==> src/rtl/reg_file_banked.sv <==
// Banked CPU register file: SFRs, GPR RAM, INDF/FSR indirection and TMR0 with prescaler.
// Optional macro REG_FILE_PORT_SYNC_EN adds 2-flop synchronisers on the port pin inputs.
module reg_file_banked #(
  parameter int unsigned DATA_W  = 8,
  parameter int unsigned ADDR_W  = 5,
  parameter int unsigned BANKS   = 2,
  parameter int unsigned PORTA_W = 4,
  parameter int unsigned PORTB_W = 8
) (
  input  logic               clk,
  input  logic               rst,
  input  logic               f_wr,
  input  logic [ADDR_W-1:0]  f_adrs,
  input  logic [DATA_W-1:0]  f_in_data,
  output logic [DATA_W-1:0]  f_out_data,
  input  logic               C_en,
  input  logic               DC_en,
  input  logic               Z_en,
  input  logic               C_new,
  input  logic               DC_new,
  input  logic               Z_new,
  input  logic               SLEEP,
  input  logic               CLRWDT,
  input  logic               wdtmr,
  input  logic               tmr0_inc,
  input  logic [DATA_W-1:0]  PCL1,
  output logic               PCL_wr,
  input  logic [PORTA_W-1:0] porta_in,
  input  logic [PORTB_W-1:0] portb_in,
  output logic [PORTA_W-1:0] PORTA,
  output logic [PORTB_W-1:0] PORTB,
  output logic [PORTA_W-1:0] TRISA,
  output logic [PORTB_W-1:0] TRISB,
  output logic [DATA_W-1:0]  FSR,
  output logic               C,
  output logic               tmr0_ovf
);

  localparam int unsigned BANK_W = $clog2(BANKS);
  localparam int unsigned EA_W   = ADDR_W + BANK_W;

  logic [DATA_W-1:0]  tmr0_q, tmr0_d, option_q, option_d, fsr_q, fsr_d;
  logic [7:0]         presc_q, presc_d;
  logic [1:0]         inhib_q, inhib_d;
  logic               ovf_q, ovf_d;
  logic [PORTA_W-1:0] porta_q, porta_d, trisa_q, trisa_d;
  logic [PORTB_W-1:0] portb_q, portb_d, trisb_q, trisb_d;
  logic [2:0]         pa_q, pa_d;
  logic               to_n_q, to_n_d, pd_n_q, pd_n_d;
  logic               z_q, z_d, dc_q, dc_d, c_q, c_d;
  logic [DATA_W-1:0]  gpr_q [2**EA_W];

  logic [PORTA_W-1:0] pa_pins;
  logic [PORTB_W-1:0] pb_pins;

`ifdef REG_FILE_PORT_SYNC_EN
  logic [PORTA_W-1:0] pa_s1_q, pa_s2_q;
  logic [PORTB_W-1:0] pb_s1_q, pb_s2_q;

  always_ff @(posedge clk) begin
    if (rst) begin
      pa_s1_q <= '0;
      pa_s2_q <= '0;
      pb_s1_q <= '0;
      pb_s2_q <= '0;
    end else begin
      pa_s1_q <= porta_in;
      pa_s2_q <= pa_s1_q;
      pb_s1_q <= portb_in;
      pb_s2_q <= pb_s1_q;
    end
  end

  assign pa_pins = pa_s2_q;
  assign pb_pins = pb_s2_q;
`else
  assign pa_pins = porta_in;
  assign pb_pins = portb_in;
`endif

  // Address decode: INDF (direct offset 0) redirects through FSR.
  logic [BANK_W-1:0] rp;
  logic              is_indf, odd_bank, wr_en;
  logic [EA_W-1:0]   ea;
  logic [ADDR_W-1:0] off;
  logic              wr_tmr0, wr_option, wr_status, wr_fsr;
  logic              wr_porta, wr_trisa, wr_portb, wr_trisb, wr_gpr;

  assign rp       = pa_q[BANK_W-1:0];
  assign is_indf  = (f_adrs == '0);
  assign ea       = is_indf ? fsr_q[EA_W-1:0] : {rp, f_adrs};
  assign off      = ea[ADDR_W-1:0];
  assign odd_bank = ea[ADDR_W];
  assign wr_en    = f_wr && (off != '0);

  assign wr_tmr0   = wr_en && (off == ADDR_W'(1)) && !odd_bank;
  assign wr_option = wr_en && (off == ADDR_W'(1)) &&  odd_bank;
  assign wr_status = wr_en && (off == ADDR_W'(3));
  assign wr_fsr    = wr_en && (off == ADDR_W'(4));
  assign wr_porta  = wr_en && (off == ADDR_W'(5)) && !odd_bank;
  assign wr_trisa  = wr_en && (off == ADDR_W'(5)) &&  odd_bank;
  assign wr_portb  = wr_en && (off == ADDR_W'(6)) && !odd_bank;
  assign wr_trisb  = wr_en && (off == ADDR_W'(6)) &&  odd_bank;
  assign wr_gpr    = wr_en && (off >= ADDR_W'(7));

  assign PCL_wr = f_wr && (off == ADDR_W'(2));

  logic [7:0] status;
  assign status = {pa_q, to_n_q, pd_n_q, z_q, dc_q, c_q};

  always_comb begin
    f_out_data = '0;
    case (off)
      ADDR_W'(0): f_out_data = '0;
      ADDR_W'(1): f_out_data = odd_bank ? option_q : tmr0_q;
      ADDR_W'(2): f_out_data = PCL1;
      ADDR_W'(3): f_out_data = DATA_W'(status);
      ADDR_W'(4): f_out_data = fsr_q;
      ADDR_W'(5): f_out_data = odd_bank ? DATA_W'(trisa_q) : DATA_W'(pa_pins);
      ADDR_W'(6): f_out_data = odd_bank ? DATA_W'(trisb_q) : DATA_W'(pb_pins);
      default:    f_out_data = gpr_q[ea];
    endcase
  end

  // TMR0: prescaler tap mask M = 2^(PS+1)-1; writes clear prescaler and hold off two ticks.
  logic       psa, tick;
  logic [7:0] ps_mask;

  assign psa     = option_q[3];
  assign ps_mask = 8'hFF >> (3'd7 - option_q[2:0]);

  always_comb begin
    tmr0_d  = tmr0_q;
    presc_d = presc_q;
    inhib_d = (inhib_q != 2'd0) ? inhib_q - 2'd1 : 2'd0;
    ovf_d   = 1'b0;
    tick    = 1'b0;
    if (wr_tmr0) begin
      tmr0_d  = f_in_data;
      presc_d = '0;
      inhib_d = 2'd2;
    end else if (tmr0_inc && (inhib_q == 2'd0)) begin
      if (psa) begin
        tick = 1'b1;
      end else begin
        presc_d = presc_q + 8'd1;
        tick    = ((presc_q & ps_mask) == ps_mask);
      end
      if (tick) begin
        tmr0_d = tmr0_q + DATA_W'(1);
        ovf_d  = (tmr0_q == '1);
      end
    end
  end

  always_comb begin
    option_d = wr_option ? f_in_data : option_q;
    fsr_d    = wr_fsr    ? f_in_data : fsr_q;
    porta_d  = wr_porta  ? f_in_data[PORTA_W-1:0] : porta_q;
    trisa_d  = wr_trisa  ? f_in_data[PORTA_W-1:0] : trisa_q;
    portb_d  = wr_portb  ? f_in_data[PORTB_W-1:0] : portb_q;
    trisb_d  = wr_trisb  ? f_in_data[PORTB_W-1:0] : trisb_q;
    pa_d     = wr_status ? f_in_data[7:5] : pa_q;
    z_d      = z_q;
    dc_d     = dc_q;
    c_d      = c_q;
    // ALU flag updates take precedence over a software STATUS write.
    if (C_en || DC_en || Z_en) begin
      if (Z_en)  z_d  = Z_new;
      if (DC_en) dc_d = DC_new;
      if (C_en)  c_d  = C_new;
    end else if (wr_status) begin
      z_d  = f_in_data[2];
      dc_d = f_in_data[1];
      c_d  = f_in_data[0];
    end
    to_n_d = to_n_q;
    pd_n_d = pd_n_q;
    if (CLRWDT) begin
      to_n_d = 1'b1;
      pd_n_d = 1'b1;
    end
    if (SLEEP) begin
      to_n_d = 1'b1;
      pd_n_d = 1'b0;
    end
    if (wdtmr) to_n_d = 1'b0;
  end

  always_ff @(posedge clk) begin
    if (rst) begin
      tmr0_q   <= '0;
      presc_q  <= '0;
      inhib_q  <= 2'd0;
      ovf_q    <= 1'b0;
      option_q <= '1;
      fsr_q    <= '0;
      porta_q  <= '0;
      portb_q  <= '0;
      trisa_q  <= '1;
      trisb_q  <= '1;
      pa_q     <= 3'd0;
      to_n_q   <= 1'b1;
      pd_n_q   <= 1'b1;
      z_q      <= 1'b0;
      dc_q     <= 1'b0;
      c_q      <= 1'b0;
    end else begin
      tmr0_q   <= tmr0_d;
      presc_q  <= presc_d;
      inhib_q  <= inhib_d;
      ovf_q    <= ovf_d;
      option_q <= option_d;
      fsr_q    <= fsr_d;
      porta_q  <= porta_d;
      portb_q  <= portb_d;
      trisa_q  <= trisa_d;
      trisb_q  <= trisb_d;
      pa_q     <= pa_d;
      to_n_q   <= to_n_d;
      pd_n_q   <= pd_n_d;
      z_q      <= z_d;
      dc_q     <= dc_d;
      c_q      <= c_d;
    end
  end

  // GPR RAM is deliberately not reset.
  always_ff @(posedge clk) begin
    if (!rst && wr_gpr) gpr_q[ea] <= f_in_data;
  end

  assign PORTA    = porta_q;
  assign PORTB    = portb_q;
  assign TRISA    = trisa_q;
  assign TRISB    = trisb_q;
  assign FSR      = fsr_q;
  assign C        = c_q;
  assign tmr0_ovf = ovf_q;

endmodule

==> config.mk <==
export PLATFORM = sky130hd
export DESIGN_NAME = reg_file_banked
export DESIGN_NICKNAME = d
export VERILOG_FILES = /design/src/rtl/reg_file_banked.sv
export SDC_FILE = /design/constraint.sdc
export NUM_CORES = 1
export LEC_CHECK = 0
export CORE_AREA = 5 5 255 195
export CTS_CLUSTER_SIZE = 40
export DETAILED_ROUTE_END_ITERATION = 16
export DIE_AREA = 0 0 260 200
export PLACE_DENSITY_LB_ADDON = 0.12
export SYNTH_ARGS = -nofsm -noshare
export SYNTH_HDL_FRONTEND = slang
export SYNTH_SLANG_ARGS = --single-unit
==> constraint.sdc <==
create_clock -name clk -period 3.82 [get_ports clk]
set_clock_uncertainty 0.15 [all_clocks]
set_input_delay 0.764 -clock clk [delete_from_list [all_inputs] [get_ports clk]]
set_output_delay 0.764 -clock clk [all_outputs]
set_load 0.02 [all_outputs]
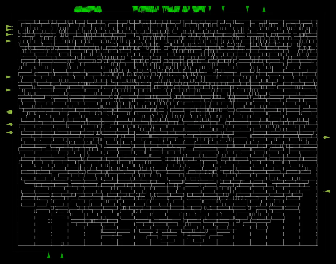
Fig. 1. Cell placement (run 1).
Finished Core Util: 63.5%
row count: 69
fillers: 3362
Seq area share: 53.7%

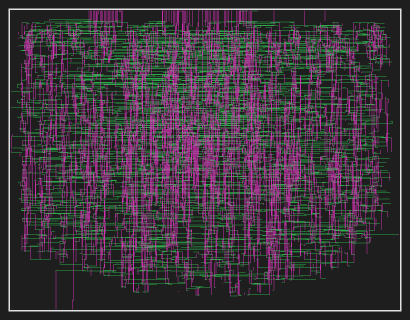
Fig. 2. Metal layers overlaid (run 1).
(1.5 px per um) Only two layers are drawn.
M2 -> magenta  # wire length 28.9 mm
M1 -> green  # wire length 29.1 mm
via count: 14900
wire per inst: 26.0 um
Tot GR Track Use: 25.4%
final WL: 66.5 mm

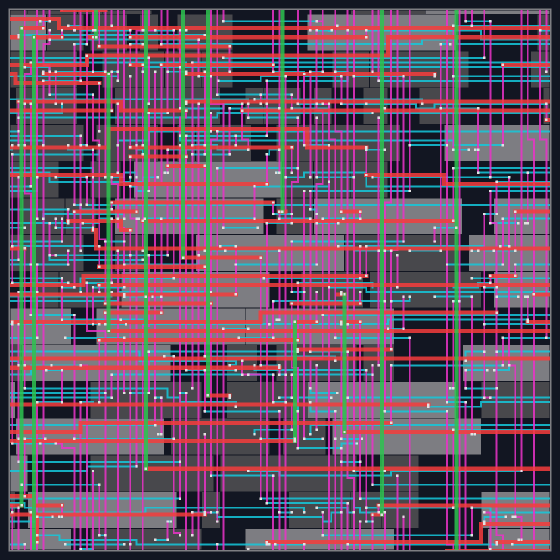
Fig. 3. Close-up of the layout (run 1).
Region (110, 80) to (150, 120) um. Cells in gray, sequential cells in the stronger gray; small squares are vias.
M1 -> cyan
M4 -> green
M2 -> magenta
M3 -> red
most frequent = edfxtp_1 (17), buf_4 (10), a22oi_2 (5)
sequential cells in the window = 17
cells with their middle in the window = 69
netlist names of flops here include = gpr_q (17)

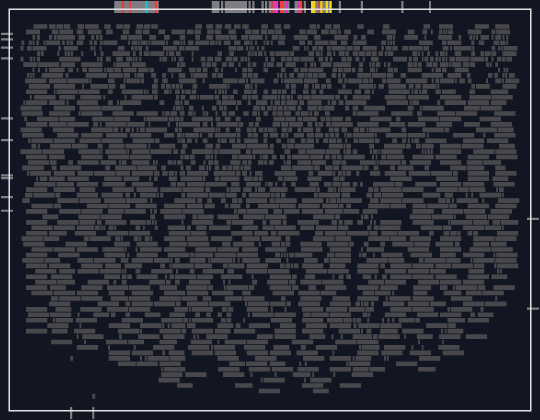
Fig. 4. I/O pins on the die edge (run 1).
(2 px per um) Pins as bars across the die edge, other pins in gray.
FSR -> red  # pins 8, direction output, edge top
f_adrs -> yellow  # pins 5, direction input, edge top
TRISA -> magenta  # pins 4, direction output, edge top
Z_en -> cyan  # pins 1, direction input, edge top
all pins by edge = 75 top, 10 left, 2 bottom, 2 right
DIE WIDTH: 260 um
I/O Buffers: 88
Die Ht: 200 um

==> run 1: cells by family (layout without fill, tap and decap cells) <==
| family | Yosys count | in the layout | synth area share, % |
|---|---|---|---|
| multiplexers | 131 | 131 | 11.7 |
| AND-OR/OR-AND | 244 | 244 | 7.90 |
| flip-flops | 555 | 555 | 70.6 |
| AND/OR/NAND/NOR | 341 | 341 | 7.17 |
| XOR/XNOR | 12 | 12 | 0.464 |
| other | 1 | 88 | 0.0165 |
| buffers and inverters | 99 | 545 | 2.08 |
| adder cells (fa/ha/maj) | 2 | 2 | 0.110 |
==> run 1: metal layers <==
metal	up-vias	wire, um	global-route usage (%)
met2	716	28900	36.2
met4	0	1520	6.24
met1	7633	29100	39.6
met3	101	7090	6.40
li1	6447	-	-
met5	-	0	0
==> run 1: flip-flops by register name (all words and copies together), names as in the netlist <==
name / flops
PORTA: 4
TRISB: 8
inhib_q: 2
FSR: 8
presc_q: 8
option_q: 8
tmr0_ovf: 1
C: 1
TRISA: 4
pa_q: 3
tmr0_q: 8
PORTB: 8
z_q: 1
gpr_q: 488
dc_q: 1
pd_n_q: 1
to_n_q: 1
==> run 1: what timing repair did <==
action	CTS	global route
pin swaps	51	45
cloned	6	2
resized	168	56
endpoints found under the setup margin	9	8
setup buffers	31	27
==> run 1: path summary, 6_finish.rpt <==
check / startpoint / end / cells after the start
setup reg to reg: FSR[4] / gpr_q[28][0] / 10
hold reg to reg: inhib_q[0] / inhib_q[0] / 1
setup / recovery: f_adrs[4] / f_out_data[5] / 12
hold / removal: inhib_q[0] / inhib_q[0] / 1
==> run 1: worst max-delay path, delay by kind of cell <==
family	cells	cell delay, ps
compound gates	4	850
buf+inv	5	730
simple gates	2	500
mux	1	490
==> qor.yml, run 1 <==
rsz0062_at_grt: "yes"
power.share.clock_pct: 41.1
htree_levels: 2
cap_viol_max_count: 0
grt_pass1_wl_mm: 96.5
finalSetupViolCount: 8
setup_slack_ps: -444
setup_tns_ps: -2810
top_cell_area_share_pct: 64.6
clk-power_mw: 5.45
layout.cells.most_common_list: "edfxtp_1 (488), buf_4 (277), nor2_1 (119)"
top_power_group: "sequential cells"
violations: "setup timing"
status: "finished with violations"
relSlewSlack_pct: 37.2
max_stage_delay_ps: 490
crit_required_ps: 2910
taps: 639
whs_ps: 304
ff_latch_area_sq_um: 16000
ys_cells: 1385
largestClassByArea: "registers"
p_comb_share_pct: 8.2
drc: 0
p_int_mw: 10.4
place_inst: 2410
ys_top_cells_by_count: "edfxtp_1 (488), nor2_1 (124), mux4_2 (107)"
cts_tree: "built"
powerSeq_mw: 6.72
max_freq_mhz: 235
fp_util_pct: 48.4
Fig. 5: run 1, M2 wires
(1.5 px per um) Cells faint in the background.
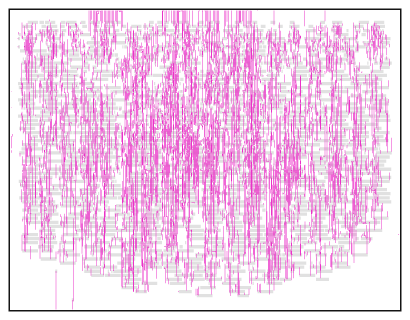

==> run 2: changes to the inputs <==
==> constraint.sdc (replaced) <==
create_clock -name clk -period 3.82 [get_ports clk]
set_clock_uncertainty 0.15 [all_clocks]
set_input_delay 0.955 -clock clk [delete_from_list [all_inputs] [get_ports clk]]
set_output_delay 0.955 -clock clk [all_outputs]
set_load 0.02 [all_outputs]
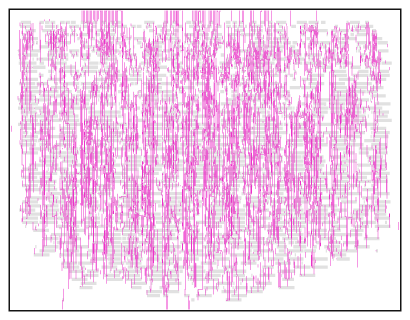
Fig. 6. M2 wires (run 2).
(1.5 px per um) Cells faint in the background.
main direction = vertical
nets with wire on the layer = 1673
share of all routed wire = 44%

==> run 2 against run 1 <==
Compared with the run above:
- power is 0.74% lower
- core utilization is 0.22 points lower
- synthesized cell count stayed put
- the run still ends with setup timing left
- largest power group unchanged
- clock power is 1% lower
==> qor.yml, run 2 <==
finalSetupViolCount: 8
worstReg2RegEnd: "z_q"
violations: "setup timing"
crit_required_ps: 2710
routed_wl_mm: 65.8
status: "finished with violations"
clk-power_mw: 5.39
timing.rr.start: "FSR[0]"
layout.cells.most_common_list: "edfxtp_1 (488), buf_4 (277), nor2_1 (122)"
cts-resized-gates: 144
ys_top_cells_by_count: "edfxtp_1 (488), nor2_1 (124), mux4_2 (107)"
setup_slack_ps: -843
fillCellCount: 3465
cap_viol_max_count: 0
die_h_um: 200
whs_ps: 295
hold_start: "inhib_q[0]"
drc: 0
port-buffer-count: 88
ys_cells: 1385
p_int_mw: 10.3
power.share.clock_pct: 40.9
[run 2: kinds of logic (layout without fill, tap and decap cells)]
family	count (synthesis)	after routing	share of synthesized area [%]
flops	555	555	70.6
simple gates	341	341	7.17
compound gates	244	245	7.90
mux	131	131	11.7
buf+inv	99	551	2.08
xor+xnor	12	12	0.464
fa+ha+maj	2	2	0.110
other cells	1	88	0.0165
[run 2: worst max path at each step]
stage	to	from	slack, ps	cells after the start
final	f_out_data[5]	f_adrs[2]	-840	13
after global routing	f_out_data[4]	f_adrs[2]	-900	13
after CTS	f_out_data[4]	f_adrs[2]	-880	14
after detailed placement	f_out_data[5]	f_adrs[4]	-1790	10
after global placement	f_out_data[5]	f_adrs[4]	-1800	10
after floorplan	f_out_data[4]	f_adrs[1]	-210	8
[run 2: worst register-to-register path, delay by kind of cell, from the launching register on]
kind	cells	cell delay, ps
AND-OR/OR-AND	2	480
AND/OR/NAND/NOR	4	760
flip-flops	1	480
buffers and inverters	5	750
[run 2: final cells by class]
class,instances,area [sq um],area share (%)
multi-input cells,819,7040,23.7
well taps,639,800,2.70
clock buffers,61,1360,4.57
repair buffers,429,3980,13.4
flip-flops and latches,555,16000,53.9
inverters,22,82.6,0.278
clock inverters,39,412,1.39
[run 2: per-layer routing]
metal,GRT usage [%],share of wire [%]
met2,36.8,44
met4,6.14,2.2
met1,38.8,44
met3,6.63,9.8
met5,0,0
[run 2: per-stage QoR]
stage	worst slack (ps)	area, sq um	instances	setup TNS [ps]
floorplan	-213	23200	1472	-1170
global placement	-1800	27000	2430	-84380
detailed placement	-1790	27000	2430	-82500
CTS	-883	29400	2554	-6220
global route	-899	29700	2564	-6370
finish	-843	29700	2564	-6040
Fig. 7: run 2, close-up of the layout
Region (110, 80) to (150, 120) um. Cells in gray, sequential cells in the stronger gray; small squares are vias.
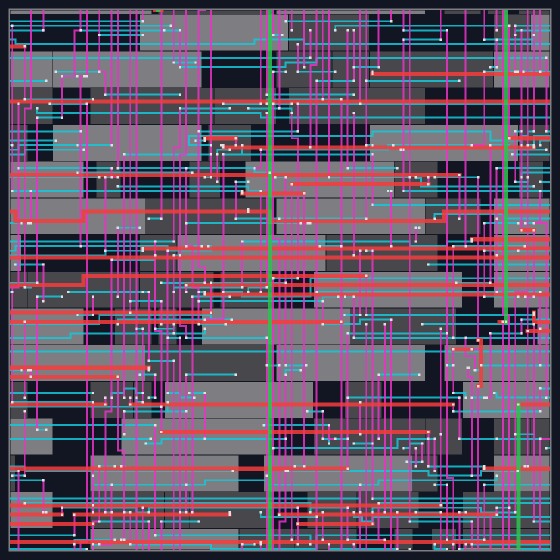

==> run 3: changes to the inputs <==
Settings changed: CORE_AREA 5 5 255 195 to 2 2 252 192, DIE_AREA 0 0 260 200 to 0 0 254 194.
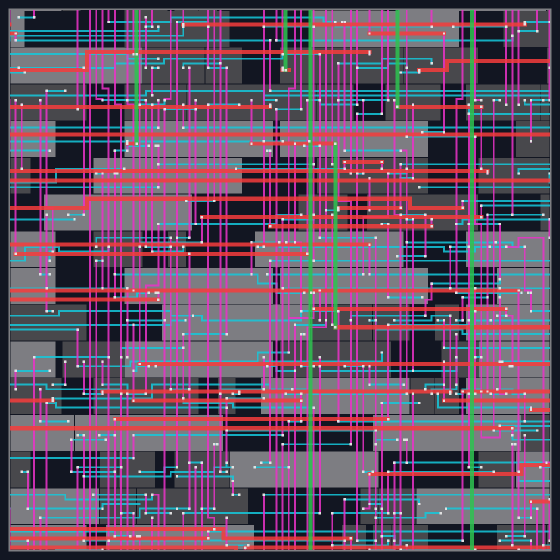
Fig. 8. Close-up of the layout (run 3).
Region (107, 77) to (147, 117) um. Cells in gray, sequential cells in the stronger gray; small squares are vias.
M2 -> magenta
M3 -> red
M4 -> green
M1 -> cyan
netlist names of flops here include = gpr_q (22)
cells with their middle in the window = 64
sequential cells in the window = 22
most frequent = edfxtp_1 (22), buf_4 (10), mux4_2 (5)

==> run 3 against run 2 <==
Compared with the run above:
- the flow still finishes with violations (setup timing)
- combinational power barely moved
- worst setup slack worse by 84 ps
- design area up 0.49%
- first-iteration DRC count up 1.6%
- final cell count up 0.47%
- synthesized area is the same
- largest power group unchanged
==> qor.yml, run 3 <==
wl_met3_mm: 6.84
cap_viol_max_count: 0
clockNetworkAreaShare_pct: 5.77
violations: "setup timing"
worstPathBufferInverterCount: 6
buffer_area_share_pct: 13.7
fp_util_pct: 48.4
rsz0062_at_grt: "yes"
timing.rr.start: "FSR[0]"
logic_area_sq_um: 7120
taps: 639
dr_total_vias: 14900
port-buffer-count: 88
hold_depth: 1
finalSetupViolCount: 8
final_area_sq_um: 29800
htree_levels: 2
ff_latch_area_sq_um: 16000
holdPathEnd: "inhib_q[0]"
relSlewSlack_pct: 46.5
wl_per_cell_um: 25.7
place_inst: 2433
crit_required_ps: 2710
die_w_um: 254
nNonClkBuffers: 444
max_freq_mhz: 211
top_register: "gpr_q"
inverters_excl_clock: 22
max_stage_delay_ps: 410
gr-usage-all-layers_pct: 27.0
ys_top_cells_by_count: "edfxtp_1 (488), nor2_1 (124), mux4_2 (107)"
comb_area_share_pct: 23.9
largest_reg_flops: 488
grt_pass1_wl_mm: 96.1
drc: 0
layout.cells.most_common_list: "edfxtp_1 (488), buf_4 (298), nor2_1 (120)"
cts_tree: "built"
ys_cells: 1385
setup_tns_ps: -5940
status: "finished with violations"
setup_slack_ps: -926
worstReg2RegEnd: "z_q"
fillCellCount: 3473
logic_gates: 818
hold_start: "inhib_q[0]"
wl_met2_mm: 29.5
clock_buffers: 74
## run 3: stage by stage
step           hold slack [ps]  util [%]  worst slack, ps
5_1_grt                    339      63.7            -1030
3_3_place_gp               280      57.7            -1840
3_5_place_dp               305      57.7            -1830
2_1_floorplan              270         -             -213
6_report                   309      63.7             -926
4_1_cts                    315      63.0             -970
## run 3: worst max path at each step
stage | from | endpoint | slack [ps] | cells past startpoint
2_1_floorplan | f_adrs[1] | f_out_data[4] | -210 | 8
3_3_place_gp | f_adrs[2] | f_out_data[7] | -1840 | 14
3_5_place_dp | f_adrs[4] | f_out_data[4] | -1830 | 12
4_1_cts | f_adrs[3] | f_out_data[4] | -970 | 14
5_1_grt | f_adrs[4] | f_out_data[4] | -1030 | 13
6_report | f_adrs[4] | f_out_data[4] | -930 | 13
## run 3: kinds of logic after synthesis
kind of cell               after synthesis  share of synthesized area, %
AOI/OAI and AO/OA                      244                          7.90
xor gates and xnor gates                12                         0.464
adders and majority gates                2                         0.110
buffers and inverters                   99                          2.08
DFF                                    555                          70.6
muxes                                  131                          11.7
other                                    1                        0.0165
and+or+nand+nor                        341                          7.17
## run 3: routing by layer
| metal | up-vias | track usage [%] |
|---|---|---|
| li1 | 6477 | - |
| met1 | 7610 | 40.5 |
| met2 | 677 | 39.2 |
| met3 | 86 | 7.99 |
| met4 | 0 | 5.97 |
| met5 | - | 0 |
## run 3: power by group
group          total (mW)  internal (mW)  switching [mW]
sequential           6.72           6.69          0.0305
clock                5.26           3.05            2.22
combinational        1.10          0.492           0.612
total                13.1           10.2            2.86
## run 3: timing repair
| item | CTS | global route |
|---|---|---|
| pin swaps | 45 | 44 |
| setup buffers | 33 | 19 |
| setup endpoints to repair | 9 | 8 |
| cloned | 5 | 1 |
| gates resized | 153 | 82 |
Power is estimated from default activity; no workload was simulated.
